<file path="src/rtl/alu_pkg.sv">
// rtl/alu_pkg.sv - shared ALU function codes, opcodes and controller state encoding
package alu_pkg;

  localparam logic [3:0] FN_ADD  = 4'b0000;
  localparam logic [3:0] FN_SUB  = 4'b0001;
  localparam logic [3:0] FN_AND  = 4'b0010;
  localparam logic [3:0] FN_OR   = 4'b0011;
  localparam logic [3:0] FN_XOR  = 4'b0100;
  localparam logic [3:0] FN_NOR  = 4'b0101;
  localparam logic [3:0] FN_SLT  = 4'b0110;
  localparam logic [3:0] FN_SLL  = 4'b0111;
  localparam logic [3:0] FN_SRL  = 4'b1000;
  localparam logic [3:0] FN_SRA  = 4'b1001;
  localparam logic [3:0] FN_MUL  = 4'b1010;
  localparam logic [3:0] FN_MULH = 4'b1011;
  localparam logic [3:0] FN_DIV  = 4'b1100;

  localparam logic [5:0] OP_RTYPE = 6'h00;
  localparam logic [5:0] OP_ADDI  = 6'h01;

  typedef enum logic [1:0] {
    S_IDLE   = 2'd0,
    S_DECODE = 2'd1,
    S_EXEC   = 2'd2,
    S_WB     = 2'd3
  } state_t;

endpackage

</file>
<file path="src/rtl/alu_ctrl_decode.sv">
// rtl/alu_ctrl_decode.sv - combinational instruction field decode for alu_ctrl
module alu_ctrl_decode
  import alu_pkg::*;
(
  input  logic [31:0] instr,
  output logic        legal,
  output logic [3:0]  func,
  output logic        imm_sel,
  output logic [4:0]  dest,
  output logic [4:0]  rs,
  output logic [4:0]  rt,
  output logic [4:0]  shamt,
  output logic [31:0] imm
);

  logic [5:0] opcode;
  logic [5:0] funct;

  assign opcode = instr[31:26];
  assign funct  = instr[5:0];
  assign rs     = instr[25:21];
  assign rt     = instr[20:16];
  assign shamt  = instr[10:6];
  assign imm    = {{16{instr[15]}}, instr[15:0]};

  always_comb begin
    legal   = 1'b0;
    func    = FN_ADD;
    imm_sel = 1'b0;
    dest    = 5'd0;
    if (opcode == OP_RTYPE && funct[5:4] == 2'b00 && funct[3:0] <= FN_DIV) begin
      legal = 1'b1;
      func  = funct[3:0];
      dest  = instr[15:11];
    end else if (opcode == OP_ADDI) begin
      legal   = 1'b1;
      imm_sel = 1'b1;
      dest    = instr[20:16];
    end
  end

endmodule

</file>
<file path="src/rtl/alu_ctrl.sv">
// rtl/alu_ctrl.sv - ALU sequencing FSM (IDLE/DECODE/EXEC/WB); ALU_CTRL_PERF_CNT_EN adds retired count
module alu_ctrl
  import alu_pkg::*;
#(
  parameter int unsigned DIV_LAT = 8
) (
  input  logic        clk,
  input  logic        rst,
  input  logic [31:0] instr,
  input  logic        instr_valid,
  output logic        instr_ready,
  input  logic [31:0] alu_result,
  output logic [4:0]  rs_addr,
  output logic [4:0]  rt_addr,
  output logic [3:0]  alu_func,
  output logic [4:0]  alu_shamt,
  output logic        imm_sel,
  output logic [31:0] imm,
  output logic        wb_en,
  output logic [4:0]  wb_addr,
  output logic [31:0] wb_data,
  output logic        illegal,
`ifdef ALU_CTRL_PERF_CNT_EN
  output logic [31:0] retired,
`endif
  output logic        busy
);

  // Counter holds remaining EXEC cycles after the current one.
  localparam logic [7:0] DIV_CNT = 8'(DIV_LAT - 1);

  state_t      state;
  logic [31:0] instr_q;
  logic [7:0]  cnt;
  logic        accept;

  logic        dec_legal;
  logic [3:0]  dec_func;
  logic        dec_imm_sel;
  logic [4:0]  dec_dest;
  logic [4:0]  dec_rs;
  logic [4:0]  dec_rt;
  logic [4:0]  dec_shamt;
  logic [31:0] dec_imm;

  alu_ctrl_decode u_decode (
    .instr   (instr_q),
    .legal   (dec_legal),
    .func    (dec_func),
    .imm_sel (dec_imm_sel),
    .dest    (dec_dest),
    .rs      (dec_rs),
    .rt      (dec_rt),
    .shamt   (dec_shamt),
    .imm     (dec_imm)
  );

  assign accept  = instr_valid && instr_ready;
  assign illegal = (state == S_DECODE) && !dec_legal;

  always_ff @(posedge clk or posedge rst) begin
    if (rst) begin
      state       <= S_IDLE;
      instr_q     <= '0;
      cnt         <= '0;
      instr_ready <= 1'b1;
      busy        <= 1'b0;
      rs_addr     <= '0;
      rt_addr     <= '0;
      alu_func    <= '0;
      alu_shamt   <= '0;
      imm_sel     <= 1'b0;
      imm         <= '0;
      wb_en       <= 1'b0;
      wb_addr     <= '0;
      wb_data     <= '0;
`ifdef ALU_CTRL_PERF_CNT_EN
      retired     <= '0;
`endif
    end else begin
      wb_en <= 1'b0;
      case (state)
        S_IDLE: begin
          if (accept) begin
            instr_q     <= instr;
            state       <= S_DECODE;
            instr_ready <= 1'b0;
            busy        <= 1'b1;
          end
        end
        S_DECODE: begin
          if (!dec_legal) begin
            state       <= S_IDLE;
            instr_ready <= 1'b1;
            busy        <= 1'b0;
          end else begin
            rs_addr   <= dec_rs;
            rt_addr   <= dec_rt;
            alu_func  <= dec_func;
            alu_shamt <= dec_shamt;
            imm_sel   <= dec_imm_sel;
            imm       <= dec_imm;
            wb_addr   <= dec_dest;
            cnt       <= (dec_func == FN_DIV) ? DIV_CNT : 8'd0;
            state     <= S_EXEC;
          end
        end
        S_EXEC: begin
          if (cnt == 8'd0) begin
            wb_data     <= alu_result;
            wb_en       <= (wb_addr != 5'd0);
            state       <= S_WB;
            instr_ready <= 1'b1;
          end else begin
            cnt <= cnt - 8'd1;
          end
        end
        S_WB: begin
`ifdef ALU_CTRL_PERF_CNT_EN
          retired <= retired + 32'd1;
`endif
          if (accept) begin
            instr_q     <= instr;
            state       <= S_DECODE;
            instr_ready <= 1'b0;
          end else begin
            state <= S_IDLE;
            busy  <= 1'b0;
          end
        end
        default: state <= S_IDLE;
      endcase
    end
  end

endmodule

</file>
<file path="config.mk">
export PLATFORM = sky130hd
export DESIGN_NAME = alu_ctrl
export DESIGN_NICKNAME = d
export VERILOG_FILES = /design/src/rtl/alu_pkg.sv /design/src/rtl/alu_ctrl_decode.sv /design/src/rtl/alu_ctrl.sv
export SDC_FILE = /design/constraint.sdc
export NUM_CORES = 1
export LEC_CHECK = 0
export CORE_ASPECT_RATIO = 0.7
export CORE_MARGIN = 2
export CORE_UTILIZATION = 46
export CTS_CLUSTER_SIZE = 8
export DETAILED_ROUTE_END_ITERATION = 7
export MAX_ROUTING_LAYER = met4
export PLACE_DENSITY = 0.89
export SYNTH_ARGS = -nofsm -noshare
export SYNTH_HDL_FRONTEND = slang
export SYNTH_SLANG_ARGS = --single-unit
</file>
<file path="constraint.sdc">
create_clock -name clk -period 4.4 [get_ports clk]
set_input_delay 0.88 -clock clk [delete_from_list [all_inputs] [get_ports clk]]
set_output_delay 0.88 -clock clk [all_outputs]
set_load 0.01 [all_outputs]
</file>
### M1 wires, run 1

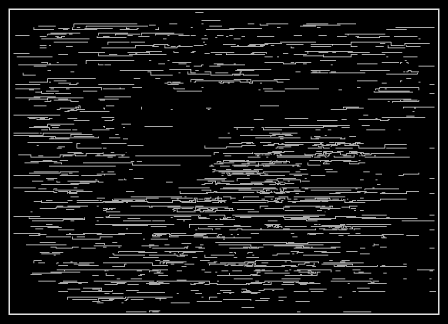
longest straight run: 27.6 µm
share of all routed wire: 45%
nets with wire on the layer: 497
wire length on this layer: 4970 µm
main direction: horizontal

### Met2 routing, run 1

The bar under the picture is 50 µm long. Cells faint in the background.
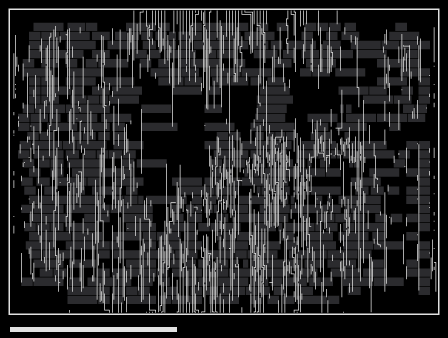
nets with wire on the layer: 514
longest straight run: 45.6 µm
main direction: vertical
share of all routed wire: 48%

### Met3 routing, run 1

The bar under the picture is 50 µm long.
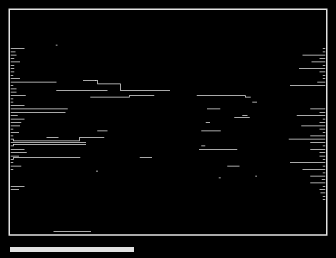
main direction: horizontal
longest straight run: 30.1 µm
wire length on this layer: 622 µm
nets with wire on the layer: 90
share of all routed wire: 5.6%

==> results.txt, run 1 <==
Main metrics from the flow reports.

The run finished with clean final reports. The clock buffer count from CTS is 17. The setup slack of the most critical reg-to-reg path is around 1500 ps. The first-pass iteration count of the detailed router is 4. The endpoint of the lowest-slack register-to-register path is wb_data[2]. The global-route usage over all layers came out at 20.8%.

The portion of total power attributed to sequential cells came out at 35.0%. The largest voltage drop on the vdd net came out at 0.000353 V. The final cell count without fillers came out at 640. The count of endpoints failing setup in the final report is 0. The register share after synthesis is 57.3%. The cell family contributing the most delay on the critical path is buffers and inverters. The logic depth of the worst setup path including buffers is 4.

The net switching power is 1.51 mW. The worst setup path is launched from a flip-flop. At the end of routability-driven placement, the weighted congestion stood at 0.816. According to the floorplan report, the total die area is ~0.012 mm².

The half-perimeter wire length after detailed placement came out at 7520 µm. The instance tally after logic synthesis is about 350. The first global-routing pass estimated 18000 µm of wire.

The global-route track usage on met3 came out at roughly 5.4%. The number of register bits inferred by synthesis came out at 113. The overall power of the completed layout is between 5 and 6 mW.

The flow reports power dissipated in the clock network as 1.55 mW. The dominant register cell is sky130_fd_sc_hd__dfrtp_1. The internal power of the cells came out at approximately 3.7 mW. Counting every sink on the clock net gives 113. Row generation in the floorplan step produced 31 rows. The combinational gate power is about 1.9 mW. The critical path required time came out at 3520 ps. Checking hold timing, the worst path is listed with class reg -> reg. The tally of max-capacitance violations is 0.

The number of remaining DRC errors is 0.
## run 1: cell usage after synthesis (all sizes together), types with 2 or more instances
library cell / instances / area, µm²
nor3b: 2 / 15.0
a221o: 3 / 30.0
and3: 3 / 18.8
o21ai: 6 / 30.0
ha: 7 / 87.6
nor2: 8 / 30.0
or4: 7 / 56.3
a21oi: 5 / 25.0
nor3: 4 / 20.0
nor2b: 2 / 12.5
o211ai: 4 / 30.0
a22o: 5 / 43.8
nand2b: 3 / 18.8
nand3: 3 / 15.0
dfrtp: 112 / 2800
nand2: 16 / 60.1
buf: 31 / 226
o22ai: 3 / 18.8
mux2i: 2 / 20.0
a21boi: 2 / 15.0
clkbuf: 6 / 22.5
mux2: 92 / 1150
inv: 10 / 37.5
## run 1: cells by family (layout without fill, tap and decap cells)
group | after synthesis | after routing | share of synthesized area (%)
mux | 94 | 94 | 23.7
compound gates | 37 | 37 | 5.40
fa+ha+maj | 7 | 7 | 1.77
simple gates | 55 | 55 | 6.10
flops | 113 | 113 | 57.3
buf+inv | 47 | 202 | 5.80
## run 1: cell type report
type,count,area [µm²],share of cell area [%]
Timing Repair Buffer,160,1610,22.6
Sequential cell,113,2830,39.6
Inverter,10,40.0,0.560
Multi-Input combinational cell,193,1830,25.6
Clock buffer,23,498,6.97
Tap cell,132,165,2.31
Clock inverter,9,175,2.45
## run 1: metrics by stage
stage	worst slack, ps	util [%]	cell area [µm²]
after global routing	1150	68.7	7150
after detailed placement	1530	62.3	6470
after CTS	1300	68.7	7150
after global placement	1660	62.3	6470
final	1320	68.7	7150
after floorplan	534	-	4940
==> inputs of run 2 (changes only) <==
--- a/config.mk
+++ b/config.mk
@@ -7,11 +7,11 @@
 export LEC_CHECK = 0
 export CORE_ASPECT_RATIO = 0.7
 export CORE_MARGIN = 2
-export CORE_UTILIZATION = 46
+export CORE_UTILIZATION = 42
 export CTS_CLUSTER_SIZE = 8
 export DETAILED_ROUTE_END_ITERATION = 7
 export MAX_ROUTING_LAYER = met4
-export PLACE_DENSITY = 0.89
+export PLACE_DENSITY = 0.86
 export SYNTH_ARGS = -nofsm -noshare
 export SYNTH_HDL_FRONTEND = slang
 export SYNTH_SLANG_ARGS = --single-unit
==> constraint.sdc (replaced) <==
create_clock -name clk -period 2.55 [get_ports clk]
set_input_delay 0.51 -clock clk [delete_from_list [all_inputs] [get_ports clk]]
set_output_delay 0.51 -clock clk [all_outputs]
set_load 0.01 [all_outputs]
### M1 wires, run 2

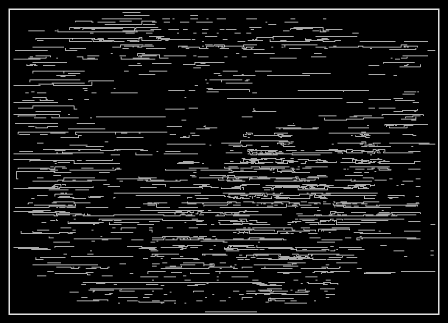
nets with wire on the layer: 497
wire length on this layer: 5080 µm
share of all routed wire: 45%

### A small window of the routed layout, run 2

The bar under the picture is 5 µm long. Window x 23 to 43, y 61 to 81 µm. Cells in gray, sequential cells in the stronger gray; small squares are vias.
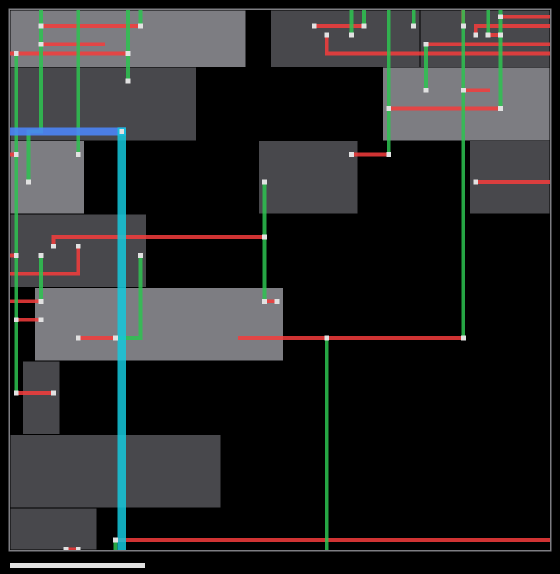
[blue] M3
[cyan] M4
[green] M2
[red] M1
sequential cells in the window: 3
netlist names of flops here include: `wb_data` (3)
most frequent: mux2_4 (3), dfrtp_1 (3), clkdlybuf4s50_1 (2)
cells with their middle in the window: 11

### Met3 routing, run 2

The bar under the picture is 50 µm long.
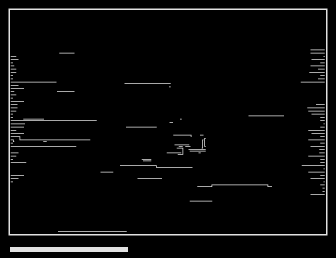
main direction: horizontal
nets with wire on the layer: 95

==> results.txt, run 2 <==
Main metrics from the flow reports.

Outcome: completed (unchanged). The overall power of the completed layout came out at 9.09 mW (was 5.23 mW). The critical path required time is 2830 ps (was 3520 ps). The dominant non-sequential cell family after synthesis was multiplexers (unchanged). The internal power of the cells came out at 6.48 mW (was 3.72 mW). The setup slack of the most critical reg-to-reg path came to 170 ps (was 1510 ps).

The clock distribution power came out at 2.67 mW (was 1.55 mW). The post-route core utilization came to 62.8% (was 68.7%). The startpoint class of the critical path is a flip-flop (unchanged). The combinational gate power is 3.27 mW (was 1.85 mW). The dominant register cell is sky130_fd_sc_hd__dfrtp_1 (unchanged). The multiplexer fraction of the synthesized cell area came out at 23.7% (unchanged). The area of placed instances is 0.00659 mm² (was 0.00647 mm²). Ranking of synthesized cells by instance count: sky130_fd_sc_hd__dfrtp_1 (112), sky130_fd_sc_hd__mux2_2 (62), sky130_fd_sc_hd__mux2_4 (30) (unchanged).

The total die area came out at 0.0127 mm² (was 0.0116 mm²). The global-route usage over all layers is 19.6% (was 20.8%). The area of all placed cells without fillers is 0.00728 mm² (was 0.00715 mm²).

The tally of max-capacitance violations was 0 (unchanged). The adder-cell share of the synthesized area came out at 1.77% (unchanged). The routability congestion estimate from global placement came out at 0.813 (was 0.816). The number of remaining DRC errors is 0 (unchanged). The kind of path behind the tightest hold check is reg -> reg (unchanged). The synthesized-area fraction occupied by xor and xnor cells came out at 0% (unchanged). The clock buffer count from CTS came out at 17 (unchanged). The number of sinks handled by clock tree synthesis came out at 113 (unchanged). The half-perimeter wire length after detailed placement was 7710 µm (was 7520 µm). The final critical-path setup slack came out at 174 ps (was 1320 ps). The number of register bits inferred by synthesis came to 113 (unchanged). The net switching power is 2.61 mW (was 1.51 mW). The final cell count without fillers came out at 672 (was 640). The simple-gate share of the synthesized area was 6.10% (unchanged).

The endpoint of the lowest-slack register-to-register path was wb_data[17] (was wb_data[2]). The largest area contributor in the synthesized netlist is sky130_fd_sc_hd__dfrtp_1 (unchanged). The most numerous cell in the Yosys netlist is sky130_fd_sc_hd__dfrtp_1 (unchanged). The largest voltage drop on the vdd net is 0.000580 V (was 0.000353 V). The pre-CTS setup slack is 78.3 ps (was 1530 ps).
-- run 2: cell counts after synthesis --
Identical to the previous run, type by type.
-- run 2: final cells by class --
| class | count | area [µm²] | share of cell area, % |
|---|---|---|---|
| flip-flops and latches | 113 | 2830 | 38.8 |
| inverters | 10 | 41.3 | 0.567 |
| well taps | 157 | 196 | 2.70 |
| multi-input cells | 193 | 1850 | 25.4 |
| clock buffers | 22 | 464 | 6.37 |
| repair buffers | 168 | 1700 | 23.3 |
| clock inverters | 9 | 204 | 2.80 |
-- run 2: cell families (layout without fill, tap and decap cells) --
logic type	count (synthesis)	count (layout)
buf+inv	47	209
fa+ha+maj	7	7
compound gates	37	37
simple gates	55	55
flops	113	113
mux	94	94
-- run 2: worst max-delay path: cells and delay by family, from the launching register on --
family / cells / cell delay (ps)
AND/OR/NAND/NOR: 1 / 720
buffers and inverters: 3 / 490
flip-flops: 1 / 440
multiplexers: 1 / 330
adder cells (fa/ha/maj): 1 / 240
-- run 2: layer usage --
| layer | up-vias | GRT usage (%) | part of all wire, % |
|---|---|---|---|
| met2 | 127 | 30.8 | 49 |
| met5 | - | - | 0 |
| met4 | 0 | 6.38 | 1.1 |
| li1 | 1532 | - | - |
| met1 | 1681 | 24.1 | 45 |
| met3 | 13 | 6.66 | 5.3 |
-- run 2: how the worst max path moves through the flow --
stage / startpoint / endpoint / slack [ps]
2_1_floorplan: state[0] / wb_data[0] / 320
3_3_place_gp: flip-flop / illegal / 150
3_5_place_dp: flip-flop / illegal / 80
4_1_cts: instr_q[27] / cnt[5] / 150
5_1_grt: state[0] / wb_data[8] / 60
6_report: state[0] / wb_data[17] / 170
==> inputs of run 3 (changes only) <==
--- a/config.mk
+++ b/config.mk
@@ -8,6 +8,7 @@
 export CORE_ASPECT_RATIO = 0.7
 export CORE_MARGIN = 2
 export CORE_UTILIZATION = 42
+export CTS_CLUSTER_DIAMETER = 100
 export CTS_CLUSTER_SIZE = 8
 export DETAILED_ROUTE_END_ITERATION = 7
 export MAX_ROUTING_LAYER = met4
### Met3 routing, run 3

The bar under the picture is 50 µm long.
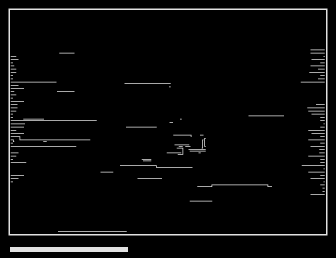
longest straight run: 36.1 µm
share of all routed wire: 5.3%
nets with wire on the layer: 95
main direction: horizontal

### M1 wires, run 3

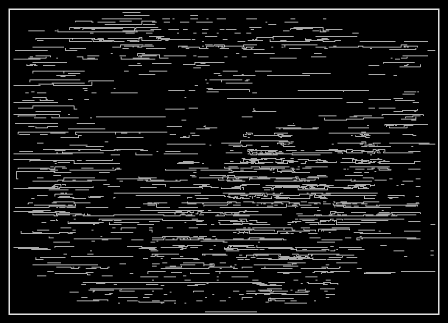
nets with wire on the layer: 497
longest straight run: 55.7 µm
main direction: horizontal
wire length on this layer: 5080 µm

==> results.txt, run 3 <==
Main metrics from the flow reports.

The number of remaining DRC errors is 0 (unchanged). The pre-CTS setup slack is 78.3 ps (unchanged). The count of endpoints failing setup in the final report came to 0 (unchanged). The final critical-path setup slack is 174 ps (unchanged).

The number of sinks handled by clock tree synthesis came out at 113 (unchanged). The dominant register cell was sky130_fd_sc_hd__dfrtp_1 (unchanged). The routability congestion estimate from global placement came out at 0.813 (unchanged). Leading post-synthesis cells by cell area: sky130_fd_sc_hd__dfrtp_1 (57%), sky130_fd_sc_hd__mux2_2 (14%), sky130_fd_sc_hd__mux2_4 (9.1%), sky130_fd_sc_hd__buf_4 (3.2%), sky130_fd_sc_hd__ha_1 (1.8%) (unchanged). The overall power of the completed layout came out at 9.09 mW (unchanged). The critical path required time came out at 2830 ps (about the same). The kind of path behind the tightest hold check is reg -> reg (unchanged).

The area of placed instances came out at 0.00659 mm² (unchanged). The largest area contributor in the synthesized netlist is sky130_fd_sc_hd__dfrtp_1 (unchanged). The origin of the worst setup path is state[0] (unchanged). The number of register bits inferred by synthesis is 113 (unchanged). The first-pass GRT wire length came out at 18400 µm (unchanged). Outcome: completed (unchanged). The number of cell rows came out at 33 (unchanged). The logic depth of the worst setup path including buffers is 6 (unchanged). The share of the synthesized area in the top cell type came to 56.7% (unchanged).

The area of all placed cells without fillers is 0.00728 mm² (unchanged). The last element of the critical path is wb_data[17] (unchanged). The first-pass iteration count of the detailed router was 4 (unchanged). The post-route core utilization came to 62.8% (unchanged). The endpoint of the lowest-slack register-to-register path is wb_data[17] (unchanged). The clock buffer count from CTS is 17 (unchanged).

The register share after synthesis came to 57.3% (unchanged).
### Congestion heat map, run 3

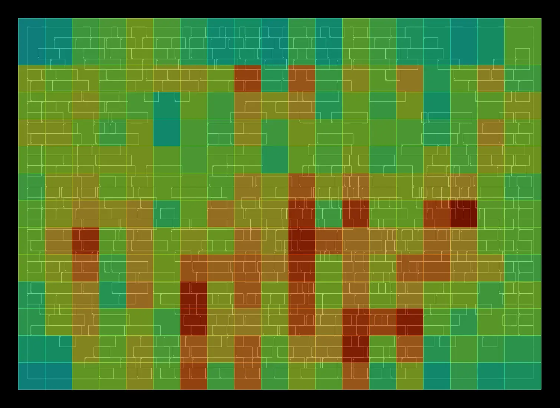
Most Used Layer, Global Route: met2
Total Routing Usage GR: 19.6%
met3 capacity usage during global routing: 6.66%
met2 Track Usage GR: 30.8%
drt wl/cell: 16.8 µm

[run 3: cell counts in the layout (fill, tap and decap cells not counted)]
No cell type changed its count.
[run 3: final cells by class]
type | instances | area [µm²]
clock buffer | 22 | 464
timing repair buffer | 168 | 1700
fill | 850 | 4320
sequential | 113 | 2830
clock inverter | 9 | 204
inverter | 10 | 41.3
multi-input combinational | 193 | 1850
tap | 157 | 196
[run 3: kinds of logic (layout without fill, tap and decap cells)]
kind of cell,after synthesis,after routing,synth area share (%)
buf+inv,47,209,5.80
fa+ha+maj,7,7,1.77
compound gates,37,37,5.40
flops,113,113,57.3
simple gates,55,55,6.10
mux,94,94,23.7
[run 3: per-layer routing]
layer	share of wire (%)	wire, µm	track usage [%]	vias up
met5	0	0	-	-
met4	1.1	125	6.38	0
met2	49	5470	30.8	127
li1	-	-	-	1532
met1	45	5080	24.1	1681
met3	5.3	594	6.66	13
[run 3: how the worst min path moves through the flow]
stage | startpoint | end | slack [ps] | depth (start not counted)
finish | instr_q[21] | instr_q[21] | 500 | 1
global route | wb_data[12] | wb_data[12] | 520 | 1
CTS | alu_func[0] | alu_func[0] | 500 | 1
detailed placement | alu_func[2] | alu_func[2] | 490 | 1
global placement | instr_q[23] | rs_addr[2] | 480 | 1
floorplan | instr_q[25] | rs_addr[4] | 470 | 1
[run 3: power by group]
part	internal (mW)	leakage [nW]	switching (mW)	total (mW)
Combinational	2.03	1.55	1.24	3.27
Sequential	2.57	1.40	0.581	3.15
Clock	1.88	0.317	0.787	2.67
Total	6.48	3.26	2.61	9.09
[run 3: repair_timing]
action | in CTS | in global routing
pin swaps | 0 | 0
endpoints found under the setup margin | 1 | 2
gates resized | 7 | 1
endpoints found under the hold margin | 0 | 0
hold buffers | 0 | 0
Power figures rest on the tool's default switching activity, not on a simulated workload.
